<file path="config.mk">
export PLATFORM = sky130hd
export DESIGN_NAME = pwm_mixer
export DESIGN_NICKNAME = d
export VERILOG_FILES = /design/src/rtl/pwm_mixer.sv
export SDC_FILE = /design/constraint.sdc
export NUM_CORES = 1
export LEC_CHECK = 0
export ABC_AREA = 0
export CORE_AREA = 8 8 121 235
export DETAILED_ROUTE_END_ITERATION = 8
export DIE_AREA = 0 0 129 243
export GPL_TIMING_DRIVEN = 0
export PLACE_DENSITY = 0.56
export SYNTH_ARGS = -nofsm -noshare
export SYNTH_HDL_FRONTEND = slang
export SYNTH_SLANG_ARGS = --single-unit
export TNS_END_PERCENT = 100
</file>
<file path="constraint.sdc">
create_clock -name clk -period 10.12 [get_ports clk]
set_input_delay 2.024 -clock clk [delete_from_list [all_inputs] [get_ports clk]]
set_output_delay 2.024 -clock clk [all_outputs]
set_load 0.02 [all_outputs]
</file>
<file path="src/rtl/pwm_mixer.sv">
// Four-voice envelope mixer driving a 512-cycle PWM audio output.
// Each voice runs its own ADSR envelope, all stepped by a shared tick.
module pwm_mixer #(
    parameter int ENV_PRESCALE = 64
) (
    input  logic        clk,
    input  logic        rst_n,
    input  logic [6:0]  sample1,
    input  logic [6:0]  sample2,
    input  logic [6:0]  sample3,
    input  logic [6:0]  sample4,
    input  logic [3:0]  gate,
    input  logic [3:0]  sustain_level,
    output logic        pwm_out,
    output logic [8:0]  mix_q,
    output logic [15:0] env_levels,
    output logic [3:0]  active,
    output logic        period_start
);

    localparam int PW = (ENV_PRESCALE > 1) ? $clog2(ENV_PRESCALE) : 1;
    localparam logic [PW-1:0] PRE_LAST = PW'(ENV_PRESCALE - 1);

    typedef enum logic [2:0] {
        IDLE,
        ATTACK,
        DECAY,
        SUSTAIN,
        RELEASE
    } env_state_t;

    logic [8:0]    pwm_cnt;
    logic [PW-1:0] presc;
    logic          period_end;
    logic          env_tick;
    logic [8:0]    mix;
    logic [6:0]    samples [4];
    logic [10:0]   prod    [4];
    env_state_t    state_q [4];
    env_state_t    state_d [4];
    logic [3:0]    level_q [4];
    logic [3:0]    level_d [4];

    assign period_end = (pwm_cnt == 9'd511);
    assign env_tick   = period_end && (presc == PRE_LAST);

    always_comb begin
        samples[0] = sample1;
        samples[1] = sample2;
        samples[2] = sample3;
        samples[3] = sample4;
        mix = '0;
        for (int n = 0; n < 4; n++) begin
            prod[n] = 11'(samples[n]) * 11'(level_q[n]);
            mix     = mix + {2'b00, prod[n][10:4]};
        end
    end

    always_ff @(posedge clk) begin
        if (!rst_n) begin
            pwm_cnt <= '0;
            presc   <= '0;
            mix_q   <= '0;
        end else begin
            pwm_cnt <= pwm_cnt + 9'd1;
            if (period_end) begin
                mix_q <= mix;
                presc <= env_tick ? '0 : presc + PW'(1);
            end
        end
    end

    // Gate edges win over the envelope tick and leave the level untouched.
    always_comb begin
        for (int n = 0; n < 4; n++) begin
            state_d[n] = state_q[n];
            level_d[n] = level_q[n];
            if (gate[n] && (state_q[n] == IDLE || state_q[n] == RELEASE)) begin
                state_d[n] = ATTACK;
            end else if (!gate[n] && (state_q[n] == ATTACK ||
                                      state_q[n] == DECAY ||
                                      state_q[n] == SUSTAIN)) begin
                state_d[n] = RELEASE;
            end else if (env_tick) begin
                case (state_q[n])
                    ATTACK: begin
                        if (level_q[n] != 4'd15) level_d[n] = level_q[n] + 4'd1;
                        else                     state_d[n] = DECAY;
                    end
                    DECAY: begin
                        if (level_q[n] > sustain_level) level_d[n] = level_q[n] - 4'd1;
                        else                            state_d[n] = SUSTAIN;
                    end
                    RELEASE: begin
                        if (level_q[n] != 4'd0) level_d[n] = level_q[n] - 4'd1;
                        else                    state_d[n] = IDLE;
                    end
                    default: begin
                        state_d[n] = state_q[n];
                    end
                endcase
            end
        end
    end

    always_ff @(posedge clk) begin
        for (int n = 0; n < 4; n++) begin
            if (!rst_n) begin
                state_q[n] <= IDLE;
                level_q[n] <= '0;
            end else begin
                state_q[n] <= state_d[n];
                level_q[n] <= level_d[n];
            end
        end
    end

    always_comb begin
        for (int n = 0; n < 4; n++) begin
            env_levels[4*n +: 4] = level_q[n];
            active[n]            = (state_q[n] != IDLE);
        end
    end

    assign pwm_out      = (pwm_cnt < mix_q);
    assign period_start = (pwm_cnt == 9'd0);

endmodule

</file>
==> results.sh <==
# source this file to load flow results
export IMPL_layout_top_cells="sky130_fd_sc_hd__ha_1 (96), sky130_fd_sc_hd__inv_1 (94), sky130_fd_sc_hd__nand2_1 (69), sky130_fd_sc_hd__clkdlybuf4s50_1 (67), sky130_fd_sc_hd__nor2_1 (64)"
export IMPL_switching_share=0.262
export IMPL_whs_endpoint="pwm_cnt[0]"
export IMPL_run_status="finished, final reports clean"
export IMPL_holdCritStartpoint="pwm_cnt[0]"
export IMPL_fmax_mhz=129
export IMPL_syn_instance_count=852
export IMPL_maximum_number_of_pins_on_one_net_before_global_route_repair=17
export IMPL_netlist_top_cell_by_instances="sky130_fd_sc_hd__ha_1"
export IMPL_final_design_area_no_fill_um2=8240
export IMPL_grt_overflow_total=0
export IMPL_viasPerCell=4.79
export IMPL_reg2reg_depth=21
export IMPL_design_final_nets=1114
export IMPL_tritoncts="built"
export IMPL_setup_repair_after_global_routing_missed_its_margin="no"
export IMPL_post_synth_fa_ha_maj_area_fraction=0.327
export IMPL_boundaryPins=69
export IMPL_edf_count=0
export IMPL_power_internal_mw=0.364
export IMPL_fp_nets=1040
export IMPL_clock_skew_ns=0.00274
export IMPL_crit_end_element="flip-flop"
export IMPL_timing_final_crit_period_ns=7.75
export IMPL_ys_top_cells_by_count="sky130_fd_sc_hd__ha_1 (96), sky130_fd_sc_hd__inv_1 (94), sky130_fd_sc_hd__nand2_1 (69)"
export IMPL_finish_utilization=0.324
export IMPL_yosys_area_share_simple=0.234
export IMPL_timing_final_crit_share=0.765
export IMPL_num_antenna_cells=0
export IMPL_yosys_area_share_xor_xnor=0.0540
routing by layer:
layer | share of wire | track usage | vias to the layer above | wire, µm
met5 | 0 | 0 | - | 0
met4 | 0.012 | 0.0181 | 0 | 207
met3 | 0.043 | 0.0213 | 14 | 768
met2 | 0.49 | 0.208 | 108 | 8810
met1 | 0.46 | 0.146 | 2894 | 8180
li1 | - | - | 3049 | -
final cells by class:
class                   instances  area [µm²]
fillers                      2718       17200
multi-input cells             665        5420
flip-flops and latches         52        1040
repair buffers                 67         671
well taps                     340         425
inverters                      94         353
plain buffers                  41         163
clock buffers                   6         129
clock inverters                 2        38.8
sequential cells by signal, indices dropped and copies added (netlist names):
register  flops
state_q      12
presc         6
level_q      16
pwm_cnt       9
mix_q         9
Gate families picked out:
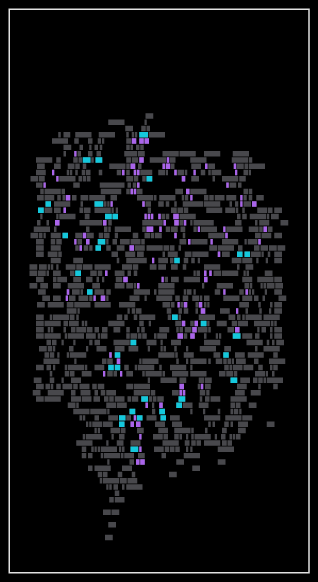
| family | color | cells | most used |
|---|---|---|---|
| nor cells | purple | 102 | nor2_1 |
| non-inverting ao/oa cells | cyan | 36 | a21o_1 |
number of cells in the finished layout apart from fillers: 1,267
logic share of the area: 0.658

Clock nets:
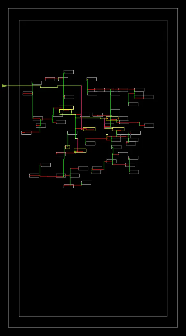
clock latency reported for the late side of the worst-skew pair: 0.29 ns
Clock Power: 0.200 mW

Pin map:
The bar under the picture is 50 µm long. Pins as bars across the die edge, other pins in gray.
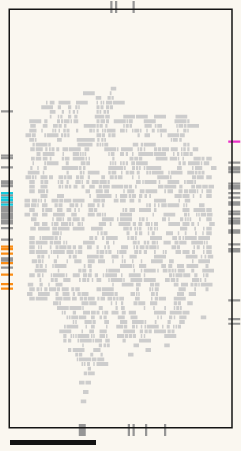
| port | color | pins | direction | edge |
|---|---|---|---|---|
| sample4 | orange | 7 | input | left |
| sustain_level | cyan | 4 | input | left |
| period_start | magenta | 1 | output | right |
height of the die: 243 µm
count of input and output buffers: 67
chip width: 129 µm

Close-up of the layout:
The bar under the picture is 5 µm long. Region (54, 160) to (74, 180) µm. Cells in gray, sequential cells in the stronger gray; small squares are vias.
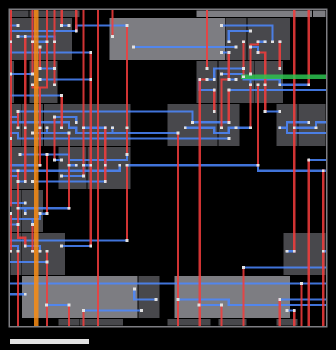
| layer | color |
|---|---|
| metal 3 | green |
| metal 1 | blue |
| metal 2 | red |
| metal 4 | orange |
sequential cells in the window: 3
most frequent: nor2_1 (7), dfxtp_1 (3)
netlist names of flops here include: state_q (2), presc (1)
cells with their middle in the window: 26

Routed metal per tile:
The die is cut into 13 by 24 equal tiles; white is low, dark blue is high, scaled to the fullest tile. Values are wire area over tile area, all layers added.
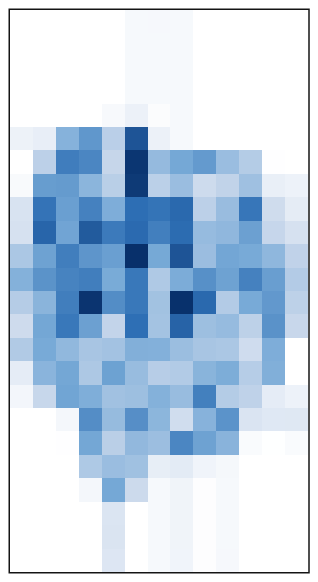
tiles over half the peak: 21%
mean over tiles: 0.089
nearly empty tiles: 34%
fullest tile: 0.35
emptiest ninth of the die: upper right
densest ninth of the die: center
all-layer global routing usage: 0.118
routed wire length: 18,000 µm
routed len/inst: 14.2 µm
via total after detailed routing: 6,065

Power is estimated from default activity; no workload was simulated.
